### The clock network

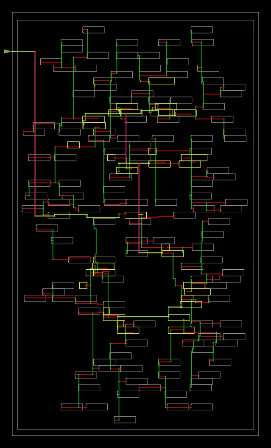
### M2 wires

The bar under the picture is 20 µm long.
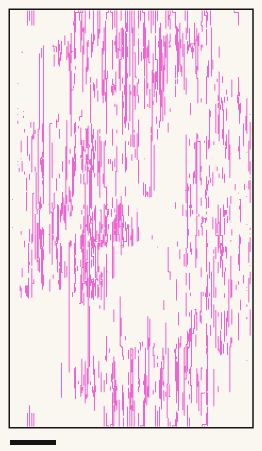
### Signal wires on met3

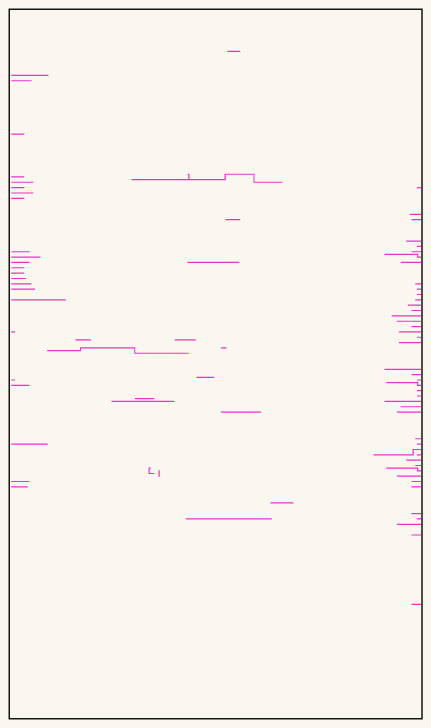
==> config.mk <==
export PLATFORM = sky130hd
export DESIGN_NAME = ac_ostream
export DESIGN_NICKNAME = d
export VERILOG_FILES = /design/src/rtl/ac_ostream.sv
export SDC_FILE = /design/constraint.sdc
export NUM_CORES = 1
export LEC_CHECK = 0
export CORE_ASPECT_RATIO = 1.75
export CORE_MARGIN = 2
export CORE_UTILIZATION = 35
export DETAILED_ROUTE_END_ITERATION = 16
export SYNTH_ARGS = -nofsm -noshare
export SYNTH_HDL_FRONTEND = slang
export SYNTH_SLANG_ARGS = --single-unit
==> constraint.sdc <==
create_clock -name clk -period 6.5 [get_ports clk]
set_input_delay 1.3 -clock clk [delete_from_list [all_inputs] [get_ports clk]]
set_output_delay 1.3 -clock clk [all_outputs]
set_load 0.05 [all_outputs]
==> results_dict.tcl <==
# metrics dict for downstream scripts
set metrics [dict create \
    outcome "finished clean" \
    max_slew_margin_pct 35.58 \
    rsz0062_at_grt "no" \
    p_comb_share_pct 39.6 \
    cts_buffer_depth 2 \
    ys_seq_share_pct 52.00 \
    ys_warn_count 0 \
    worst_pin_slew_ns 0.9663 \
    netlist_instances 553 \
    antenna_found_initial 0 \
    holdBufCountCts 0 \
    maxClockFrequency_mhz 222.7 \
    ir_drop_mv 0.3042 \
    cp.required_ns 5.20 \
    critPathCaptureType "output pin" \
    area_growth_pct 23.38 \
    clockRootBuffer "clkbuf_16" \
    numSynthFlops 129 \
    skew_ns 0.008073 \
    warnings 31 \
    min_path_type "flop to flop" \
    yosys_area_mm2 0.006208 \
    final_nets 668 \
    finalSetupTns_ns 0 \
    ys_types 45 \
    power_frac_seq_pct 34.1 \
    power_density_mw_per_mm2 506.8 \
    hold_depth 2 \
    first_global_vias 4192 \
    largest_reg_flops 51 \
    grt.overflow.total 0 \
    fp.dieW_um 104.7 \
    cp_common_cell "ha_1" \
    io_pins 137 \
    power_switching_share_pct 38.48 \
    ant_nets 0 \
    final_layout_size_suffix_gt1_share_pct 15.46 \
    power_frac_clock_pct 26.3 \
    synth_area_per_cell_um2 11.23 \
    path_max_fanout 3 \
    n_antenna_cell 0 \
    fin_hold_ws_ns 0.4850 \
    core_mm2 0.01746 \
    cts_sinks 129 \
]
-- 'The clock network' (at the start) --
Num CTS Buffers: 17
Power Clock: 1020 µW
clkbuf count: 20

-- 'M2 wires' (at the start) --
- wire length on this layer: 6,810 µm
- main direction: vertical
- nets with wire on the layer: 583
final WL: 12.78 mm
routed vias: 3,970
met2 Use GR: 24.55%

-- 'Signal wires on met3' (at the start) --
- wire length on this layer: 439 µm
- nets with wire on the layer: 76
- share of all routed wire: 3.4%
- longest straight run: 23.7 µm
- main direction: horizontal
met3 usage: 3.363%

==> cell usage after synthesis (2+ instances only) <==
cell / n / area share [%]
a21o_1: 2 / 0.24
mux2_2: 49 / 8.9
clkbuf_1: 17 / 1.0
mux2i_1: 50 / 8.1
a21oi_1: 3 / 0.24
ha_1: 7 / 1.4
nand2_1: 65 / 3.9
nor2_1: 7 / 0.42
a22o_1: 2 / 0.28
xor2_1: 4 / 0.56
nand4_1: 8 / 0.81
buf_1: 4 / 0.24
or3_1: 3 / 0.30
nand2b_1: 4 / 0.40
nor4_1: 2 / 0.20
dfrtp_1: 129 / 52
nand3_1: 7 / 0.56
inv_1: 7 / 0.42
buf_2: 2 / 0.16
and3_1: 4 / 0.40
xnor2_1: 9 / 1.3
buf_4: 80 / 9.7
nor3_1: 6 / 0.48
nor4b_1: 3 / 0.42
o21ai_0: 59 / 4.8
==> critical path: cells and delay by family <==
family                   cells  cell delay, ns
buffers and inverters        4            0.76
AND/OR/NAND/NOR              2            0.35
XOR/XNOR                     1            0.09
AND-OR/OR-AND                1            0.17
adder cells (fa/ha/maj)      2            0.52
==> routing by layer <==
metal  part of all wire, %  track usage [%]
met1                    42            16.53
met2                    53            24.55
met3                   3.4            3.363
met4                   1.3            4.747
met5                     0                0
==> metrics by stage <==
stage / area [µm²] / cells / power (µW) / setup slack (ns) / utilization [%]
after floorplan: 6325 / 584 / 2593 / 1.501 / -
after global placement: 7014 / 821 / 2847 / 2.037 / 40.18
after detailed placement: 7014 / 821 / 2897 / 2.003 / 40.18
after CTS: 7660 / 852 / 3938 / 1.986 / 43.88
after global routing: 7660 / 852 / 4109 / 1.869 / 43.88
final: 7660 / 852 / 3882 / 2.010 / 43.88
==> kinds of logic after synthesis <==
logic type / synth area share [%]
AOI/OAI and AO/OA: 6.731
xor gates and xnor gates: 1.834
adders and majority gates: 1.411
buffers and inverters: 11.59
DFF: 52.00
muxes: 16.95
other: 0.06040
and+or+nand+nor: 9.432
==> cell type report <==
cell class,count,share of cell area [%]
timing repair buffer,109,14.02
clock buffer,20,6.093
clock inverter,11,2.336
sequential,129,42.14
inverter,8,0.3920
multi-input combinational,344,31.25
tap,231,3.773
==> cell usage in the layout, fill, tap and decap left out, types with 4 or more instances in the layout <==
| cell | instances |
|---|---|
| xnor2_1 | 9 |
| bufinv_16 | 4 |
| nand2b_1 | 4 |
| nor3_1 | 6 |
| clkdlybuf4s50_1 | 102 |
| xor2_1 | 4 |
| buf_4 | 7 |
| nor2_1 | 7 |
| nand2_1 | 65 |
| nand4_1 | 8 |
| conb_1 | 32 |
| dfrtp_1 | 129 |
| clkinv_4 | 4 |
| and3_1 | 4 |
| inv_1 | 7 |
| mux2_2 | 49 |
| clkbuf_16 | 17 |
| o21ai_0 | 59 |
| ha_1 | 7 |
| nand3_1 | 6 |
| mux2i_1 | 50 |
==> power by group through the flow <==
stage               combinational [µW]  clock, µW  sequential [µW]
floorplan                         1300          0             1290
global placement                  1530          0             1320
detailed placement                1560          0             1340
CTS                               1560       1050             1330
global route                      1650       1100             1370
finish                            1540       1020             1320
Power is estimated from default activity; no workload was simulated.
